==> config.mk <==
export PLATFORM = sky130hd
export DESIGN_NAME = d_write_buffer
export DESIGN_NICKNAME = d
export VERILOG_FILES = /design/src/rtl/d_write_buffer_pkg.sv /design/src/rtl/d_write_buffer_fifo.sv /design/src/rtl/d_write_buffer.sv
export SDC_FILE = /design/constraint.sdc
export NUM_CORES = 1
export LEC_CHECK = 0
export ABC_AREA = 1
export CORE_MARGIN = 3
export CORE_UTILIZATION = 25
export CTS_CLUSTER_SIZE = 12
export DETAILED_ROUTE_END_ITERATION = 6
export PLACE_DENSITY = 0.49
export SETUP_SLACK_MARGIN = 0.5
export SYNTH_ARGS = -nofsm -noshare
export SYNTH_HDL_FRONTEND = slang
export SYNTH_HIERARCHICAL = 1
export SYNTH_SLANG_ARGS = --single-unit
==> constraint.sdc <==
create_clock -name clk -period 5.53 [get_ports clk]
set_input_delay 0.553 -clock clk [delete_from_list [all_inputs] [get_ports clk]]
set_output_delay 0.553 -clock clk [all_outputs]
set_load 0.01 [all_outputs]
Run 1, PDN straps and rails:
Bar = 50 um. Pins as bars on the die edge.
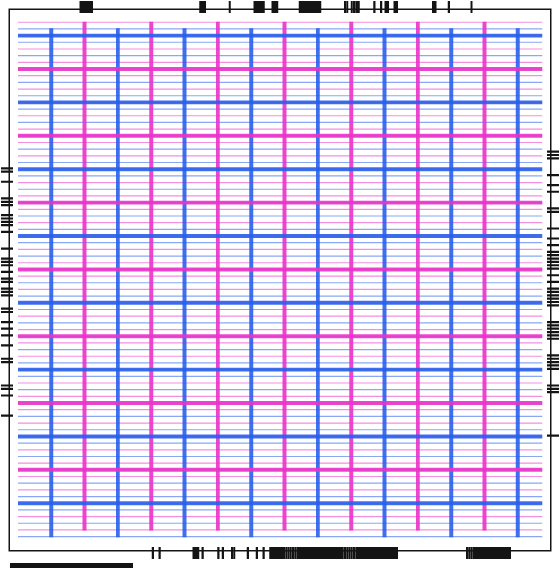
Magenta is VDD. Blue is VSS.
15 straps on met5. 207 signal pins sit on the boundary. 15 straps on met4. The core has 77 rows. 78 met1 rails follow the rows.
Die X: 220 um
core area: 44,700 um2

Run 1, placed cells, one color a class:
Bar = 50 um.
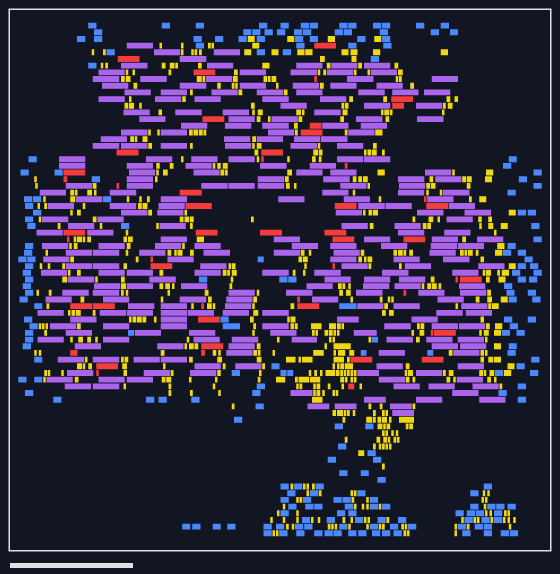
Yellow is combinational and other logic, cells 593, share of their area 21%. Blue is remaining buffers and delay cells, cells 215, share of their area 15%. Purple is sequential cells, cells 274, share of their area 58%. Red is clock drivers and dummy loads, cells 50, share of their area 6.1%.
flop share of the area: 0.551
fin area: 14,800 um2
Row Count: 77
final core occ: 0.332

Run 1, routed clock nets over the placement:
Bar = 50 um.
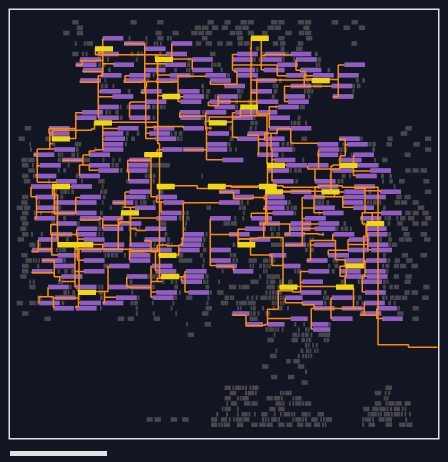
Purple is flip-flops, count 274. Orange is clock wires, length 3,370 um. Yellow is clock drivers, count 29.
There are 30 routed clock nets.
worst skew pair latency: 0.53 ns
Clock Power Share: 0.249
Clock Power: 1.78 mW
Worst Skew: 0.00880 ns

==> results.ini <==
[run_status]
status=finished, final reports clean

[run]
warnings=33
maxCapViolations=0

[drt]
drcViolationCount=0
wirelength_um=30100
vias=7539
drt_iter0_markers=422
vias_per_cell=4.37
antenna_left=0
drt_pass1_iterations=5
wl_per_cell_um=17.5

[timing]
setup_tns_ns=0
finalHoldViolCount=0
maxSlewHeadroom=0.308
rsz0062_at_grt=false
fin_crit_ns=3.99
fmax_mhz=251
drv_slew=0
fin_crit_sh=0.721
finalSetupViolCount=0
worst_slew_pin_slew_ns=1.03

[clocking]
cts.sinks=274
cts_tree=done
cts_post_setup_buffers_inserted=0
path_clk_slew_ns=0.06
cts.path.max_buffers=3
cts_max_level=1
cts_made_buffers=29
cts_resized=0
cts_hold_buf=0
cts_root_buffer=clkbuf_16

[grt]
grt_use_met2=0.202
grt_pass1_vias=7397
gr-usage-met1=0.164
grt.total_usage=0.121
overflow=0
grt_first_pass_wirelength_um=45300
antenna_found_initial=0
use_met3=0.0222
grt_max_degree=134
busiest_layer=met2

[cells_and_area]
flop_area_um2=8180
area_delta_synth_final_pct=29.8
n_fill_cell=4477
fin_nets=1225
n_antenna_cell=0
logic_area_um2=2550
largest_reg_flops=264
drive_above_1_share=0.0512

[placement]
io_buffers=206
gp_congestion=0.729
dp_hpwl_um=18100

[setup_path]
r2r_slack_ns=1.83
worst-path-buf-inv=3
worstPathMaxFanout=84
reg2reg_depth=9
start_kind=register
end_kind=primary output
cp_cell_sequence=buf_4, o21ai_0, o22ai_1, inv_1, nor2_1, clkdlybuf4s50_1
critPathMaxStageDelay_ns=0.78
path_class=register to primary output
path_depth=6
arrival_ns=3.44
required_ns=4.98
cp_top_family=buffers and inverters
slowest_stage=dfrtp_4

[power_and_ir_drop]
leakage_nw=5.22
powerDensity_nw_per_um2=481
p_comb_frac=0.375
peakVddDrop_mv=0.351
switching_share=0.346
seqPwrFrac=0.376
p_switching_mw=2.47
p_int_mw=4.67

[synth]
postSynthSeqShare=0.715
mux_share=0
syn_area_per_cell_um2=12.4
xor_share=0.00153
synthCells=922
async_reset_ff_frac=0.0365
floorplan.nets=1034
ys_sh_adder=0.00941
synth.distinct_cells=32
synthFlopType=edfxtp_1
top_cells_by_count=edfxtp_1 (264), nor2_1 (202), o21ai_0 (121)
synth_flops=274
ys_chip_area_um2=11400
simple_gate_area_frac=0.0879
syn_area_um2=11400
top_area_cell=edfxtp_1
top_cell=edfxtp_1
area_leaders=edfxtp_1 (69%), nor2_1 (6.6%), o21ai_0 (5.3%)
synth_warnings=6
topCombFamilyByArea=AND-OR/OR-AND gates
top_area_frac=0.693
ys_cells=922
edf_count=264
aoi_share=0.122

[floorplanning]
initCoreUtil=0.256
die_area_um2=48300
ios=207

[worst_hold_path]
hold_path.class=primary input to async pin

run 1: cells in the final DEF, fill, tap and decap left out, drive strengths merged, types with 2 or more instances in the layout:
cell type / instances
a22o: 34
buf: 9
clkbuf: 41
clkdlybuf4s50: 206
clkinv: 8
dfrtp: 10
edfxtp: 264
ha: 7
inv: 91
nand2: 36
nand3: 13
nand4: 2
nor2: 202
nor3: 2
o21ai: 132
o22ai: 66
run 1: layout make-up:
type / count / share of cell area
multi-input combinational: 501 / 0.172
clock inverter: 9 / 0.00481
tap: 592 / 0.0499
timing repair buffer: 215 / 0.145
sequential: 274 / 0.551
clock buffer: 41 / 0.0533
inverter: 92 / 0.0237
run 1: kinds of logic after synthesis:
kind of cell	count (synthesis)
compound gates	235
fa+ha+maj	8
xor+xnor	2
buf+inv	147
simple gates	256
flops	274
run 1: worst reg2reg max path: cells and delay by family, from the launching register on:
kind	cells	cell delay (ns)
buffers and inverters	3	0.48
DFF	1	0.78
adders and majority gates	1	0.36
and+or+nand+nor	5	1.71
run 1: metal layers:
metal | wire length, um | vias to the layer above
met4 | 544 | 0
met1 | 13600 | 3682
met3 | 1500 | 33
met5 | 0 | -
li1 | - | 3664
met2 | 14500 | 160
run 1: power by group through the flow:
stage	registers [mW]	clock network (mW)	logic [mW]
2_1_floorplan	2.68	0	1.67
3_3_place_gp	2.73	0	2.73
3_5_place_dp	2.73	0	2.74
4_1_cts	2.69	1.83	2.75
5_1_grt	2.71	1.91	2.98
6_report	2.69	1.78	2.68
run 1: through the flow:
| step | hold slack [ns] | instance area (um2) | total power, mW | worst slack, ns | instances |
|---|---|---|---|---|---|
| after floorplan | 0.319 | 11400 | 4.35 | 0.421 | 922 |
| after CTS | 0.217 | 14800 | 7.27 | 1.49 | 1724 |
| after detailed placement | 0.515 | 14000 | 5.47 | 1.74 | 1674 |
| final | 0.240 | 14800 | 7.14 | 1.54 | 1724 |
| after global placement | 0.511 | 14000 | 5.46 | 1.80 | 1674 |
| after global routing | 0.253 | 14800 | 7.61 | 1.21 | 1724 |
Power is estimated from default activity; no workload was simulated.
